==> images/power_grid.png <==
Scale bar: 50 um. Pins as bars on the die edge. Tap cells in grey.
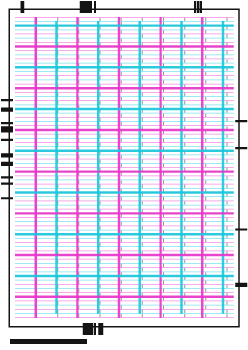
==> images/clk_routes.png <==
Scale bar: 50 um.
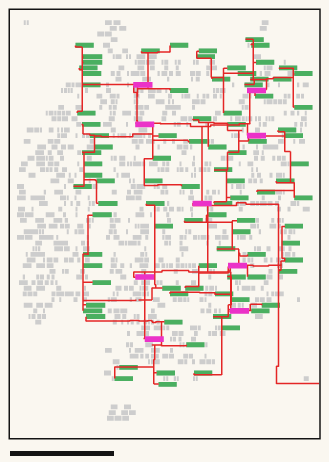
==> images/placement_by_type.png <==
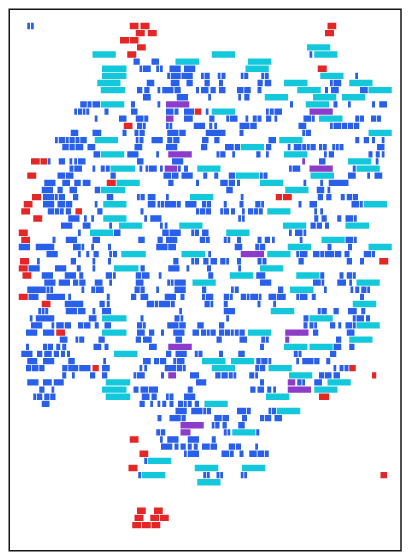
==> images/wires.png <==
Scale bar: 50 um. Two of the layers only.
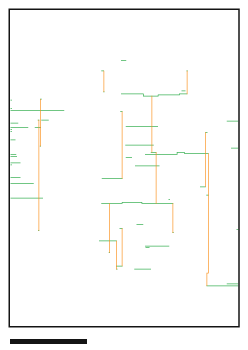
==> src/rtl/game_tick_generator_pkg.sv <==
// rtl/game_tick_generator_pkg.sv - shared timing defaults for the Tetris tick generator
// Hardware defaults assume a 50 MHz system clock.
package game_tick_generator_pkg;

  localparam int unsigned DEF_CNT_W         = 32;
  localparam int unsigned DEF_LEVEL_W       = 4;
  localparam int unsigned DEF_PIX_DIV       = 2;
  localparam int unsigned DEF_BASE_PERIOD   = 25_000_000;
  localparam int unsigned DEF_LEVEL_STEP    = 2_000_000;
  localparam int unsigned DEF_MIN_PERIOD    = 2_500_000;
  localparam int unsigned DEF_SOFT_SHIFT    = 3;
  localparam int unsigned DEF_REPEAT_PERIOD = 5_000_000;

endpackage

==> src/rtl/game_tick_generator_tick_divider.sv <==
// rtl/game_tick_generator_tick_divider.sv - enable-gated period counter with registered tick
// Priority is clr > hold (en low) > count; the >= compare fires at once if period shrinks mid-count.
module tick_divider
  import game_tick_generator_pkg::*;
#(
  parameter int unsigned CNT_W = DEF_CNT_W
) (
  input  logic             clk,
  input  logic             rst_n,
  input  logic [CNT_W-1:0] period,
  input  logic             en,
  input  logic             clr,
  output logic             tick
);

  logic [CNT_W-1:0] cnt_q, cnt_d, term;
  logic             tick_q, tick_d;

  assign term = (period == '0) ? '0 : period - CNT_W'(1);

  always_comb begin
    cnt_d  = cnt_q;
    tick_d = 1'b0;
    if (clr) begin
      cnt_d = '0;
    end else if (en) begin
      if (cnt_q >= term) begin
        cnt_d  = '0;
        tick_d = 1'b1;
      end else begin
        cnt_d = cnt_q + CNT_W'(1);
      end
    end
  end

  always_ff @(posedge clk or negedge rst_n) begin
    if (!rst_n) begin
      cnt_q  <= '0;
      tick_q <= 1'b0;
    end else begin
      cnt_q  <= cnt_d;
      tick_q <= tick_d;
    end
  end

  assign tick = tick_q;

endmodule

==> src/rtl/game_tick_generator.sv <==
// rtl/game_tick_generator.sv - pixel clock, gravity tick and auto-repeat tick for the game top level
// Ticks are single-cycle enables in the clk_50 domain, not derived clocks.
module game_tick_generator
  import game_tick_generator_pkg::*;
#(
  parameter int unsigned CNT_W         = DEF_CNT_W,
  parameter int unsigned LEVEL_W       = DEF_LEVEL_W,
  parameter int unsigned PIX_DIV       = DEF_PIX_DIV,
  parameter int unsigned BASE_PERIOD   = DEF_BASE_PERIOD,
  parameter int unsigned LEVEL_STEP    = DEF_LEVEL_STEP,
  parameter int unsigned MIN_PERIOD    = DEF_MIN_PERIOD,
  parameter int unsigned SOFT_SHIFT    = DEF_SOFT_SHIFT,
  parameter int unsigned REPEAT_PERIOD = DEF_REPEAT_PERIOD
) (
  input  logic               clk_50,
  input  logic               reset_n,
  input  logic               pause,
  input  logic               restart,
  input  logic               soft_drop,
  input  logic [LEVEL_W-1:0] level,
  output logic               pix_clk,
  output logic               pix_ce,
  output logic               fall_tick,
  output logic               repeat_tick,
  output logic [CNT_W-1:0]   period_dbg
);

  localparam int unsigned DEC_W  = CNT_W + LEVEL_W;
  localparam int unsigned PCNT_W = (PIX_DIV > 2) ? $clog2(PIX_DIV) : 1;

  logic [DEC_W-1:0]  dec;
  logic [CNT_W-1:0]  grav_p, shifted, soft_p, period_d, period_q;
  logic [PCNT_W-1:0] pcnt_q, pcnt_d;
  logic              pix_ce_q, pix_ce_d, pix_clk_q, pix_clk_d;
  logic              cnt_en;

  // Saturating subtraction: the wide product is compared before subtracting so it never wraps.
  always_comb begin
    dec = DEC_W'(level) * DEC_W'(LEVEL_STEP);
    if (dec >= DEC_W'(BASE_PERIOD - MIN_PERIOD)) begin
      grav_p = CNT_W'(MIN_PERIOD);
    end else begin
      grav_p = CNT_W'(BASE_PERIOD) - dec[CNT_W-1:0];
    end
    shifted  = grav_p >> SOFT_SHIFT;
    soft_p   = (shifted == '0) ? CNT_W'(1) : shifted;
    period_d = soft_drop ? soft_p : grav_p;
  end

  always_comb begin
    pcnt_d    = (pcnt_q == PCNT_W'(PIX_DIV - 1)) ? '0 : pcnt_q + PCNT_W'(1);
    pix_ce_d  = (pcnt_q == PCNT_W'(PIX_DIV - 1));
    pix_clk_d = (pcnt_q >= PCNT_W'(PIX_DIV / 2));
  end

  always_ff @(posedge clk_50 or negedge reset_n) begin
    if (!reset_n) begin
      period_q  <= CNT_W'(BASE_PERIOD);
      pcnt_q    <= '0;
      pix_ce_q  <= 1'b0;
      pix_clk_q <= 1'b0;
    end else begin
      period_q  <= period_d;
      pcnt_q    <= pcnt_d;
      pix_ce_q  <= pix_ce_d;
      pix_clk_q <= pix_clk_d;
    end
  end

  assign cnt_en = ~pause;

  tick_divider #(.CNT_W(CNT_W)) u_gravity (
    .clk    (clk_50),
    .rst_n  (reset_n),
    .period (period_q),
    .en     (cnt_en),
    .clr    (restart),
    .tick   (fall_tick)
  );

  tick_divider #(.CNT_W(CNT_W)) u_repeat (
    .clk    (clk_50),
    .rst_n  (reset_n),
    .period (CNT_W'(REPEAT_PERIOD)),
    .en     (cnt_en),
    .clr    (1'b0),
    .tick   (repeat_tick)
  );

  assign pix_clk    = pix_clk_q;
  assign pix_ce     = pix_ce_q;
  assign period_dbg = period_q;

endmodule

==> config.mk <==
export PLATFORM = sky130hd
export DESIGN_NAME = game_tick_generator
export DESIGN_NICKNAME = d
export VERILOG_FILES = /design/src/rtl/game_tick_generator_pkg.sv /design/src/rtl/game_tick_generator_tick_divider.sv /design/src/rtl/game_tick_generator.sv
export SDC_FILE = /design/constraint.sdc
export NUM_CORES = 1
export LEC_CHECK = 0
export CELL_PAD_IN_SITES_DETAIL_PLACEMENT = 0
export CELL_PAD_IN_SITES_GLOBAL_PLACEMENT = 1
export CORE_ASPECT_RATIO = 1.4
export CORE_MARGIN = 3
export CORE_UTILIZATION = 25
export CTS_BUF_LIST = sky130_fd_sc_hd__clkbuf_8 sky130_fd_sc_hd__clkbuf_16
export DETAILED_ROUTE_END_ITERATION = 8
export GPL_ROUTABILITY_DRIVEN = 1
export PLACE_DENSITY = 0.55
export SLEW_MARGIN = 25
export SYNTH_ARGS = -nofsm -noshare
export SYNTH_HDL_FRONTEND = slang
export SYNTH_SLANG_ARGS = --single-unit
==> constraint.sdc <==
create_clock -name clk_50 -period 9.1 [get_ports clk_50]
set_clock_uncertainty 0.1 [all_clocks]
set_input_delay 1.365 -clock clk_50 [delete_from_list [all_inputs] [get_ports clk_50]]
set_output_delay 1.365 -clock clk_50 [all_outputs]
set_load 0.1 [all_outputs]
==> flow_results.org <==
#+TITLE: Physical design notes

** Route
- The script parses the final routing iteration and logs DRC violations as 0.
- Via count :: 6070
- Metal-1 WL :: about 8.2 mm

** Global routing
- Sum of overflow across all layers after global routing :: 0
- Number of global-route vias before repair :: 6355

** Status
- Status :: completed

** Synth
- In the post-synthesis netlist, the biggest area contributors are sky130_fd_sc_hd__dfrtp_1 28%, sky130_fd_sc_hd__ha_1 9.8%, sky130_fd_sc_hd__nand2_1 5.6%.
- Summed over all instances, the cell type with the most area after synthesis is sky130_fd_sc_hd__dfrtp_1.
- Number of enable flip-flop cells :: 0
- Yosys warning total :: 0
- The synthesized netlist was found by Yosys to have 842 cells.
- Share of the synthesized area in the top cell type :: between 20% and 30%
- The most common cell in the synthesized netlist is sky130_fd_sc_hd__nand2_1.

** Cells and area
- Post-Layout Cell Count :: 1237
- Diode count :: 0

** Critical path
- Crit path buf inv count :: 5
- Number of cells traversed by the worst register-to-register path :: 13
- STA puts the critical path data arrival time at 5390 ps.
- The critical path crosses 14 cells after its start point.
- Per the timing report, the biggest fanout along the worst path comes to 23.
- Longest individual stage delay on the worst path :: 770 ps
- The critical path in this run is classified as input port to register.
- Required time of the critical path :: approximately 9300 ps

** Job
- The tool warning count for the run is 33.

** Floorplanning
- The chip occupies 0.0307 sq mm.
- Core Footprint :: 0.0279 sq mm

** Placement
- For this run the detailed placement stage logged an HPWL of 15.2 mm.

** Clock network
- Per the post-CTS timing run, clock transition at the registers of the reported paths is ~70 ps.
- Number of levels in the clock H-tree :: 3

** Final timing
- Pins Over Slew Limit :: 0
- Worst-margin pin slew :: 1020 ps
## Picture notes: power_grid.png
[magenta] VSS
[cyan] VDD
rows: 72
met1 rails: 73

## Picture notes: clk_routes.png
[magenta] clock drivers | count: 9
[red] clock wires | length: 1610 um
[green] flip-flops | count: 93
routed clock nets: 10

## Picture notes: placement_by_type.png
[cyan] flops | cells: 93 | share of their area: 30%
[red] other buffers and delay cells | cells: 49 | share of their area: 6.1%
[purple] clock drivers and dummy loads | cells: 16 | share of their area: 3.7%
[blue] combinational and other logic | cells: 709 | share of their area: 60%

## Picture notes: wires.png
[orange] metal 4 | wire length: 461 um
[green] metal 3 | wire length: 440 um

-- worst register-to-register path, delay by kind of cell (launching register included) --
| family | cells | cell delay (ps) |
|---|---|---|
| simple gates | 7 | 2320 |
| compound gates | 4 | 1300 |
| flops | 1 | 440 |
| fa+ha+maj | 1 | 330 |
| buf+inv | 1 | 260 |
-- worst paths after layout --
path	from	endpoint	slack, ps
max	level[1]	period_dbg[17]	3880
min	pcnt_q	pix_ce	290
max reg2reg	period_dbg[5]	u_gravity.cnt_q[8]	4300
min reg2reg	pcnt_q	pix_ce	290
max in group asynchronous	reset_n	period_dbg[9]	7110
min in group asynchronous	reset_n	u_repeat.cnt_q[10]	810
-- metal layers --
layer	up-vias	global-route usage (%)
met5	-	0
met4	0	4.91
li1	3079	-
met1	2894	15.3
met3	26	1.86
met2	71	26.3
-- flip-flops by register name, summed over array words and instances (netlist names) --
register,count
pix_ce,1
pcnt_q,1
u_repeat.cnt_q,32
period_dbg,25
u_gravity.tick,1
u_repeat.tick,1
u_gravity.cnt_q,32
-- cell families after synthesis --
group,Yosys count,share of synthesized area (%)
muxes,5,0.753
adders and majority gates,61,11.2
xor gates and xnor gates,55,6.74
buffers and inverters,75,4.55
DFF,93,32.8
other,1,0.0525
and+or+nand+nor,388,27.9
AOI/OAI and AO/OA,164,16.0
-- placed cells by master, fill, tap and decap left out, drive strengths merged, types with 9 or more instances in the layout --
master,netlist,routed
dfstp,12,12
o21a,10,10
a21o,11,11
xnor2,27,27
nand4,31,31
ha,56,56
nand3,38,38
a211o,9,9
and2,15,15
buf,20,9
and3,10,10
clkbuf,23,10
nand2b,12,12
nor2,76,76
o211ai,14,14
or4,9,9
nor3,34,34
a31oi,11,11
or3,11,11
o21ai,23,23
nand2,106,106
inv,31,35
xor2,28,28
a21oi,36,36
nor4,20,20
dfrtp,81,81
clkdlybuf4s50,0,40
-- report_power, final --
| part | leakage [uW] | internal (uW) | switching (uW) |
|---|---|---|---|
| Combinational | 0.00210 | 199 | 461 |
| Clock | 0.000147 | 196 | 184 |
| Sequential | 0.00119 | 473 | 66.3 |
-- per-stage QoR --
stage,hold WS (ps),power (uW),setup WS [ps],instance area (sq um)
after floorplan,254,1040,4510,7160
after global placement,263,1220,3570,7880
after detailed placement,260,1220,3480,7880
after CTS,290,1610,3870,8170
after global routing,302,1680,3570,8170
final,288,1580,3880,8170
-- final cells by class --
| type | count | area, sq um |
|---|---|---|
| repair buffers | 49 | 469 |
| clock buffers | 10 | 239 |
| inverters | 32 | 120 |
| clock inverters | 6 | 46.3 |
| multi-input cells | 677 | 4490 |
| well taps | 370 | 463 |
| flip-flops and latches | 93 | 2340 |
| fillers | 3053 | 19800 |
Power figures rest on the tool's default switching activity, not on a simulated workload.
